File: config.mk
export PLATFORM = sky130hd
export DESIGN_NAME = mem_access_unit
export DESIGN_NICKNAME = d
export VERILOG_FILES = /design/src/rtl/mau_pkg.sv /design/src/rtl/mem_access_unit_load_extend.sv /design/src/rtl/mem_access_unit.sv
export SDC_FILE = /design/constraint.sdc
export NUM_CORES = 1
export LEC_CHECK = 0
export ABC_AREA = 1
export CORE_MARGIN = 2
export CORE_UTILIZATION = 42
export DETAILED_ROUTE_END_ITERATION = 6
export MAX_ROUTING_LAYER = met4
export PLACE_DENSITY = 0.88
export SLEW_MARGIN = 20
export SYNTH_ARGS = -nofsm -noshare
export SYNTH_HDL_FRONTEND = slang
export SYNTH_SLANG_ARGS = --single-unit
File: constraint.sdc
create_clock -name clk -period 2.71 [get_ports clk]
set_input_delay 0.813 -clock clk [delete_from_list [all_inputs] [get_ports clk]]
set_output_delay 0.813 -clock clk [all_outputs]
set_load 0.01 [all_outputs]
File: src/rtl/mau_pkg.sv
// Shared definitions for the data-memory access unit.
// funct3 width codes, FSM states and request classification helpers.
package mau_pkg;

  localparam logic [2:0] F3_B  = 3'b000;
  localparam logic [2:0] F3_H  = 3'b001;
  localparam logic [2:0] F3_W  = 3'b010;
  localparam logic [2:0] F3_BU = 3'b100;
  localparam logic [2:0] F3_HU = 3'b101;

  typedef enum logic {
    IDLE,
    RMW_WR
  } state_t;

  function automatic logic load_f3_ok(input logic [2:0] f3);
    return (f3 == F3_B)  || (f3 == F3_H) || (f3 == F3_W) ||
           (f3 == F3_BU) || (f3 == F3_HU);
  endfunction

  function automatic logic store_f3_ok(input logic [2:0] f3);
    return (f3 == F3_B) || (f3 == F3_H) || (f3 == F3_W);
  endfunction

endpackage

File: src/rtl/mem_access_unit_load_extend.sv
// Combinational load result extension (sign/zero) by funct3.
// Unknown codes pass the full word; they never reach rdata.
module load_extend
  import mau_pkg::*;
#(
  parameter int DATA_LENGTH = 32
) (
  input  logic [DATA_LENGTH-1:0] word,
  input  logic [2:0]             funct3,
  output logic [DATA_LENGTH-1:0] result
);

  always_comb begin
    result = word;
    case (funct3)
      F3_B:  result = {{(DATA_LENGTH-8){word[7]}}, word[7:0]};
      F3_H:  result = {{(DATA_LENGTH-16){word[15]}}, word[15:0]};
      F3_BU: result = {{(DATA_LENGTH-8){1'b0}}, word[7:0]};
      F3_HU: result = {{(DATA_LENGTH-16){1'b0}}, word[15:0]};
      default: result = word;
    endcase
  end

endmodule

File: src/rtl/mem_access_unit.sv
// Load/store unit: 1-cycle loads, SW direct write, SB/SH read-modify-write.
// Optional MAU_BOUNDS_CHECK_EN rejects accesses with addr > MEM_SIZE-4.
module mem_access_unit
  import mau_pkg::*;
#(
  parameter  int DATA_LENGTH = 32,
  parameter  int MEM_SIZE    = 256,
  localparam int ADDR_W      = $clog2(MEM_SIZE)
) (
  input  logic                   clk,
  input  logic                   reset,
  input  logic                   req_valid,
  output logic                   req_ready,
  input  logic                   mem_read,
  input  logic                   mem_write,
  input  logic [2:0]             funct3,
  input  logic [31:0]            addr,
  input  logic [DATA_LENGTH-1:0] wdata,
  output logic [DATA_LENGTH-1:0] rdata,
  output logic                   rdata_valid,
  output logic                   err,
  output logic [ADDR_W-1:0]      dm_addr,
  output logic                   dm_wen,
  output logic [DATA_LENGTH-1:0] dm_din,
  input  logic [DATA_LENGTH-1:0] dm_dout
);

  state_t                  r_state;
  state_t                  w_next;
  logic [ADDR_W-1:0]       r_addr;
  logic [DATA_LENGTH-1:0]  r_word;
  logic [15:0]             r_wdata;
  logic                    r_half;
  logic [DATA_LENGTH-1:0]  r_rdata;
  logic                    r_rdata_valid;
  logic                    r_err;

  logic                    w_ready;
  logic                    w_acc;
  logic                    w_op;
  logic                    w_oob;
  logic                    w_bad;
  logic                    w_ld;
  logic                    w_sw;
  logic                    w_sp;
  logic [DATA_LENGTH-1:0]  w_ext;
  logic [DATA_LENGTH-1:0]  w_merge;
  logic                    w_unused;

`ifdef MAU_BOUNDS_CHECK_EN
  assign w_oob = addr > 32'(MEM_SIZE - 4);
`else
  assign w_oob = 1'b0;
`endif

  assign w_unused = ^{addr[31:ADDR_W], wdata[DATA_LENGTH-1:16]};

  assign w_ready = !reset && (r_state == IDLE);
  assign w_acc   = req_valid && w_ready;
  assign w_op    = mem_read || mem_write;
  assign w_bad   = w_op && ((mem_read && mem_write) ||
                            (mem_read && !load_f3_ok(funct3)) ||
                            (mem_write && !store_f3_ok(funct3)) ||
                            w_oob);
  assign w_ld    = w_acc && mem_read && !w_bad;
  assign w_sw    = w_acc && mem_write && !w_bad && (funct3 == F3_W);
  assign w_sp    = w_acc && mem_write && !w_bad && (funct3 != F3_W);

  assign w_merge = r_half ? {r_word[DATA_LENGTH-1:16], r_wdata}
                          : {r_word[DATA_LENGTH-1:8], r_wdata[7:0]};

  load_extend #(
    .DATA_LENGTH(DATA_LENGTH)
  ) u_ext (
    .word  (dm_dout),
    .funct3(funct3),
    .result(w_ext)
  );

  always_comb begin
    w_next    = r_state;
    req_ready = w_ready;
    dm_addr   = addr[ADDR_W-1:0];
    dm_wen    = 1'b0;
    dm_din    = '0;
    if (!reset) begin
      unique case (r_state)
        IDLE: begin
          if (w_sw) begin
            dm_wen = 1'b1;
            dm_din = wdata;
          end
          if (w_sp) w_next = RMW_WR;
        end
        RMW_WR: begin
          dm_addr = r_addr;
          dm_wen  = 1'b1;
          dm_din  = w_merge;
          w_next  = IDLE;
        end
        default: w_next = IDLE;
      endcase
    end
  end

  always_ff @(posedge clk) begin
    if (reset) begin
      r_state       <= IDLE;
      r_addr        <= '0;
      r_word        <= '0;
      r_wdata       <= '0;
      r_half        <= 1'b0;
      r_rdata       <= '0;
      r_rdata_valid <= 1'b0;
      r_err         <= 1'b0;
    end else begin
      r_state       <= w_next;
      r_rdata_valid <= w_ld;
      r_err         <= w_acc && w_bad;
      if (w_ld) r_rdata <= w_ext;
      if (w_sp) begin
        r_addr  <= addr[ADDR_W-1:0];
        r_word  <= dm_dout;
        r_wdata <= wdata[15:0];
        r_half  <= (funct3 == F3_H);
      end
    end
  end

  assign rdata       = r_rdata;
  assign rdata_valid = r_rdata_valid;
  assign err         = r_err;

endmodule

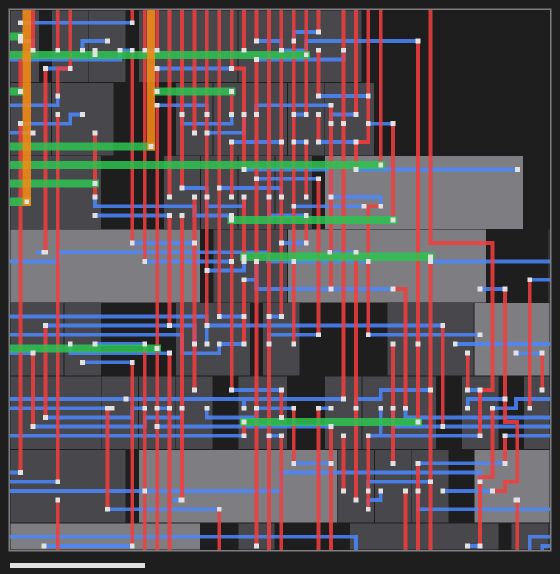
Run 1: zoomed window
Scale bar: 5 um. Window x 67 to 87, y 67 to 87 um. Cells in grey, sequential cells in the stronger grey; small squares are vias.
layer	colour
M2	red
M4	orange
M3	green
M1	blue
netlist names of flops here include	`r_wdata` (4)
most frequent	nor2_1 (11), nand2_1 (8)
cells with their middle in the window	38
sequential cells in the window	4

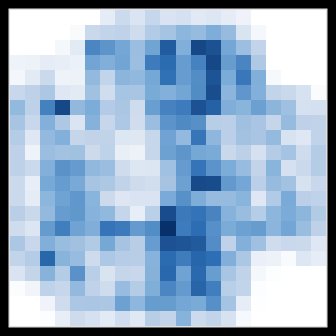
Run 1: wire density map
21 x 21 tiles, from white (low) to dark blue (high), scaled to the fullest tile. Values are wire area over tile area, all layers added.
fullest tile	0.75
emptiest ninth of the die	south-east
mean over tiles	0.25
tiles over half the peak	23%
nearly empty tiles	13%

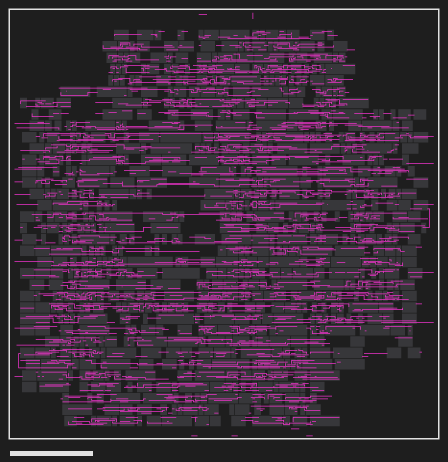
Run 1: metal 1
Scale bar: 20 um. Cells faint in the background.
share of all routed wire	38%
wire length on this layer	5940 um
nets with wire on the layer	799
via count: 5071
Routed WL: 15700 um
GR Layer Usage met1: 32.8%

==> impl_metrics.toml, run 1 <==
# flow metrics
[sta]
slew_violations = 0
fmax_mhz = 360
finalSetupViolations = 16
timing.final.ws_setup_ns = -0.0673
relSlewSlack_pct = 61.8
period_used_pct = 102
finalCriticalPeriod_ns = 2.78

[finish]
diodes = 0
n_fill_cell = 698
num-nets-final = 911

[critical_path]
criticalPathCategory = "input port to primary output"
cp.buffers_inverters = 4
slowest_delay_ns = 0.15
reg2reg_slack_ns = 0.63
required_ns = 1.90
critical_path_arrival_ns = 1.96
reg2reg_depth = 10
crit_path_start = "funct3[0]"
r2r_end = "r_wdata[9]"

[die]
num_rows = 35
die_area_sq_um = 10500
core-area_sq_um = 9330
die_h_um = 103

[run_status]
violations = "setup timing"
status = "finished with violations"

[placement]
finalWeightedCongestion = 0.941
dpl.hpwl_um = 9380

[global_route]
grt_max_degree = 51
antenna_found_initial = 0
grt_overflow = 0
grt_pass1_wl_um = 23300
grt_use_total_pct = 29.3

[power_and_ir_drop]
p_leak_uw = 0.00285
p_int_uw = 2050
clkPwrFrac_pct = 37.4
ir_drop_mv = 0.256

[clocking]
root_buffer = "clkbuf_8"
cts_hold_buf = 0
cts.sinks = 84

[worst_hold_path]
hp-class = "register to register"
hold_end = "r_addr[5]"
hold_start = "r_addr[5]"

[routing]
drt_iter0_markers = 310
final_antenna_net_count = 0
wl_per_cell_um = 16.7
drt-vias-per-instance = 5.39

[synth]
synth_nets = 732
synth_area_per_cell_sq_um = 6.50
yosysWarnings = 0
most_common_cell = "nor2_1"
==> run 1: registers in the layout, summed over array words and instances, names as in the netlist <==
signal	count
rdata	32
r_word	24
r_wdata	16
r_addr	8
err	1
r_half	1
r_state	1
rdata_valid	1
==> run 1: power groups by stage <==
stage	clock (uW)	sequential [uW]	combinational, uW
6_report	1020	1270	441
5_1_grt	1080	1280	471
4_1_cts	1010	1270	407
3_5_place_dp	0	1300	386
3_3_place_gp	0	1300	374
2_1_floorplan	0	1300	154
==> run 1: worst reg2reg max path: cells and delay by family, from the launching register on <==
family	cells	cell delay [ns]
buffers and inverters	4	0.91
and+or+nand+nor	6	0.77
DFF	1	0.34
==> run 1: per-stage QoR <==
step,cells,total power [uW],area [sq um],util (%)
final,940,2740,6620,71.0
after global routing,940,2830,6620,71.0
after CTS,935,2690,6390,68.5
after detailed placement,899,1690,5910,63.4
after global placement,899,1670,5910,63.4
after floorplan,628,1460,4080,-
==> run 1: cell families (layout without fill, tap and decap cells) <==
logic type      Yosys count  in the layout  share of synthesized area (%)
buf+inv                  86            268                           8.68
compound gates          106            106                           14.3
flops                    84             84                           41.2
simple gates            352            353                           35.8
==> run 1: layout make-up <==
type,instances,share of cell area [%]
multi-input combinational,459,35.2
tap,129,2.44
sequential,84,25.4
clock inverter,4,1.10
clock buffer,11,2.29
inverter,40,2.34
timing repair buffer,213,31.2
==> run 1: placed cells by master, fill, tap and decap left out, types with 19 or more instances in the layout <==
| cell type | netlist | layout |
|---|---|---|
| dfxtp_1 | 84 | 84 |
| buf_4 | 1 | 40 |
| clkdlybuf4s50_1 | 0 | 107 |
| buf_2 | 10 | 28 |
| nand3b_1 | 19 | 19 |
| nand3_1 | 34 | 33 |
| o21ai_0 | 73 | 38 |
| nor2_1 | 170 | 167 |
| inv_1 | 38 | 34 |
| o21ai_2 | 0 | 31 |
| nand2_1 | 123 | 120 |
==> run 1: layer usage <==
| metal | share of wire, % | wire length (um) | GRT usage (%) | vias up |
|---|---|---|---|---|
| met5 | 0 | 0 | - | - |
| met4 | 5.0 | 794 | 17.3 | 0 |
| met1 | 38 | 5940 | 32.8 | 2334 |
| met2 | 50 | 7820 | 49.8 | 292 |
| met3 | 7.5 | 1190 | 4.14 | 80 |
| li1 | - | - | - | 2365 |
==> run 1: worst max-delay path by stage <==
stage	end
floorplan	dm_din[30]
global placement	dm_din[19]
detailed placement	dm_din[7]
CTS	dm_din[18]
global route	dm_din[16]
finish	dm_din[19]
==> run 1: repair_timing <==
item	CTS	global route
gates resized	241	60
pin swaps	9	14
buffers inserted	16	3
setup endpoints to repair	42	69
cloned	5	5
## Run 2: what changed since run 1
CTS_CLUSTER_DIAMETER = 30   (was not set)
HOLD_SLACK_MARGIN = 0.06   (was not set)
==> impl_metrics.toml, run 2 <==
# flow metrics
[placement]
finalWeightedCongestion = 0.941
dpl.hpwl_um = 9380

[critical_path]
critical_path_arrival_ns = 1.96
reg2reg_slack_ns = 0.63
criticalPathCategory = "input port to primary output"

[global_route]
antenna_found_initial = 0
grt_max_degree = 51
grt_overflow = 0

[synth]
synth.logic.top_family = "simple AND/OR/NAND/NOR gates"
synth_nets = 732
synth_area_per_cell_sq_um = 6.50
aoi_share_pct = 14.3
yosysWarnings = 0
most_common_cell = "nor2_1"
ys_sh_simple_pct = 35.8

[die]
die_h_um = 103
core-area_sq_um = 9330
num_rows = 35

[clocking]
cts_hold_buf = 0
cts.sinks = 84
root_buffer = "clkbuf_8"

[routing]
final_antenna_net_count = 0
drt_iter0_markers = 310
wl_um = 15700
vias = 5071

[power_and_ir_drop]
p_leak_uw = 0.00285
p_int_uw = 2050
clkPwrFrac_pct = 37.4

[finish]
largest_reg_flops = 32
layout_top_cell = "nor2_1"
instances_no_fill = 940
most-common-layout-cells = "167 x nor2_1, 120 x nand2_1, 107 x clkdlybuf4s50_1"
n_fill_cell = 698
num-nets-final = 911
diodes = 0

[worst_hold_path]
hold_end = "r_addr[5]"

[run_status]
violations = "setup timing"
status = "finished with violations"

[sta]
finalSetupViolations = 16
fmax_mhz = 360
slew_violations = 0
finalCriticalPeriod_ns = 2.78
timing.final.ws_setup_ns = -0.0673
-- run 2: cell counts after synthesis --
Identical to the previous run, type by type.
-- run 2: cell families (layout without fill, tap and decap cells) --
logic type	count (synthesis)	in the layout
AND/OR/NAND/NOR	352	353
buffers and inverters	86	268
flip-flops	84	84
AND-OR/OR-AND	106	106
-- run 2: layout make-up --
type,instances,area share (%)
clock buffers,11,2.29
inverters,40,2.34
flip-flops and latches,84,25.4
clock inverters,4,1.10
multi-input cells,459,35.2
repair buffers,213,31.2
well taps,129,2.44
-- run 2: per-layer routing --
layer / global-route usage [%] / part of all wire [%]
met5: - / 0
met3: 4.14 / 7.5
met1: 32.8 / 38
met2: 49.8 / 50
met4: 17.3 / 5.0
-- run 2: how the worst max path moves through the flow --
stage,endpoint,depth (start not counted),slack (ns),from
floorplan,dm_din[30],7,0.002,funct3[1]
global placement,dm_din[19],8,-0.86,reset
detailed placement,dm_din[7],6,-0.86,reset
CTS,dm_din[18],9,-0.08,funct3[0]
global route,dm_din[16],9,-0.12,reset
finish,dm_din[19],9,-0.07,funct3[0]
-- run 2: power groups by stage --
stage / Combinational, uW / Sequential (uW) / Clock, uW
after floorplan: 154 / 1300 / 0
final: 441 / 1270 / 1020
after global routing: 471 / 1280 / 1080
after CTS: 407 / 1270 / 1010
after global placement: 374 / 1300 / 0
after detailed placement: 386 / 1300 / 0
-- run 2: critical path, stage by stage --
cell and delay, ns:
buf_6 0.10, nand2_2 0.07, nand4_1 0.15, nor2_4 0.15, nand2_4 0.11, buf_12 0.15, buf_16 0.14, o21ai_4 0.14
buf_6 0.12
-- run 2: through the flow --
step	util [%]	power, uW
2_1_floorplan	-	1460
3_3_place_gp	63.4	1670
3_5_place_dp	63.4	1690
4_1_cts	68.5	2690
5_1_grt	71.0	2830
6_report	71.0	2740
-- run 2: what timing repair did --
| item | in CTS | in global routing |
|---|---|---|
| setup buffers | 16 | 3 |
| resized | 241 | 60 |
| cloned | 5 | 5 |
| pin swaps | 9 | 14 |
| endpoints found under the setup margin | 42 | 69 |
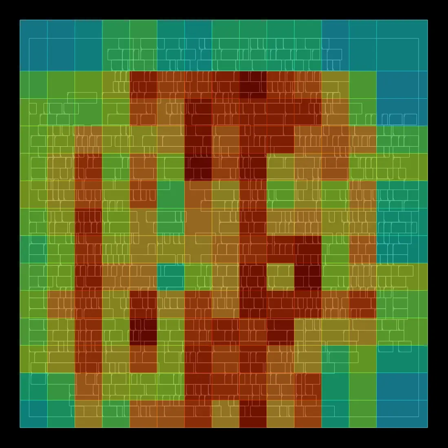
Run 2: track usage over the die
GR Layer Usage met2: 49.8%
utilization after layout: 71.0%

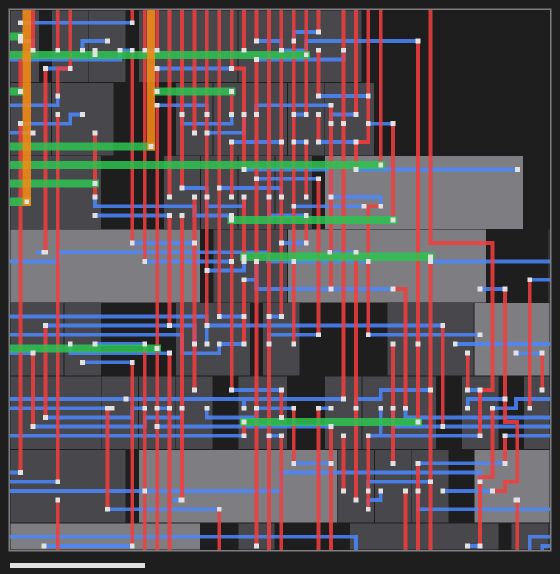
Run 2: zoomed window
Scale bar: 5 um. Window x 67 to 87, y 67 to 87 um. Cells in grey, sequential cells in the stronger grey; small squares are vias.
layer	colour
M4	orange
M3	green
M1	blue
M2	red
most frequent	nor2_1 (11), nand2_1 (8)
sequential cells in the window	4
netlist names of flops here include	`r_wdata` (4)
cells with their middle in the window	38

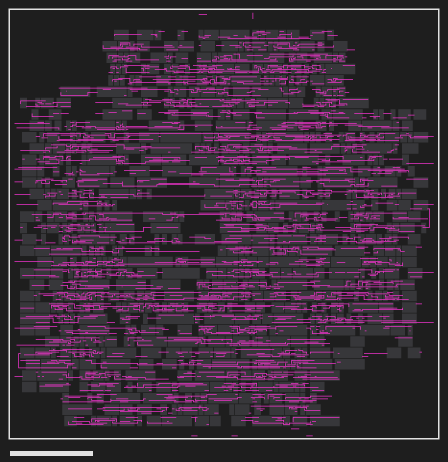
Run 2: metal 1
Scale bar: 20 um. Cells faint in the background.
main direction	horizontal
nets with wire on the layer	799
wire length on this layer	5940 um
share of all routed wire	38%

Power and IR drop assume default switching activity.
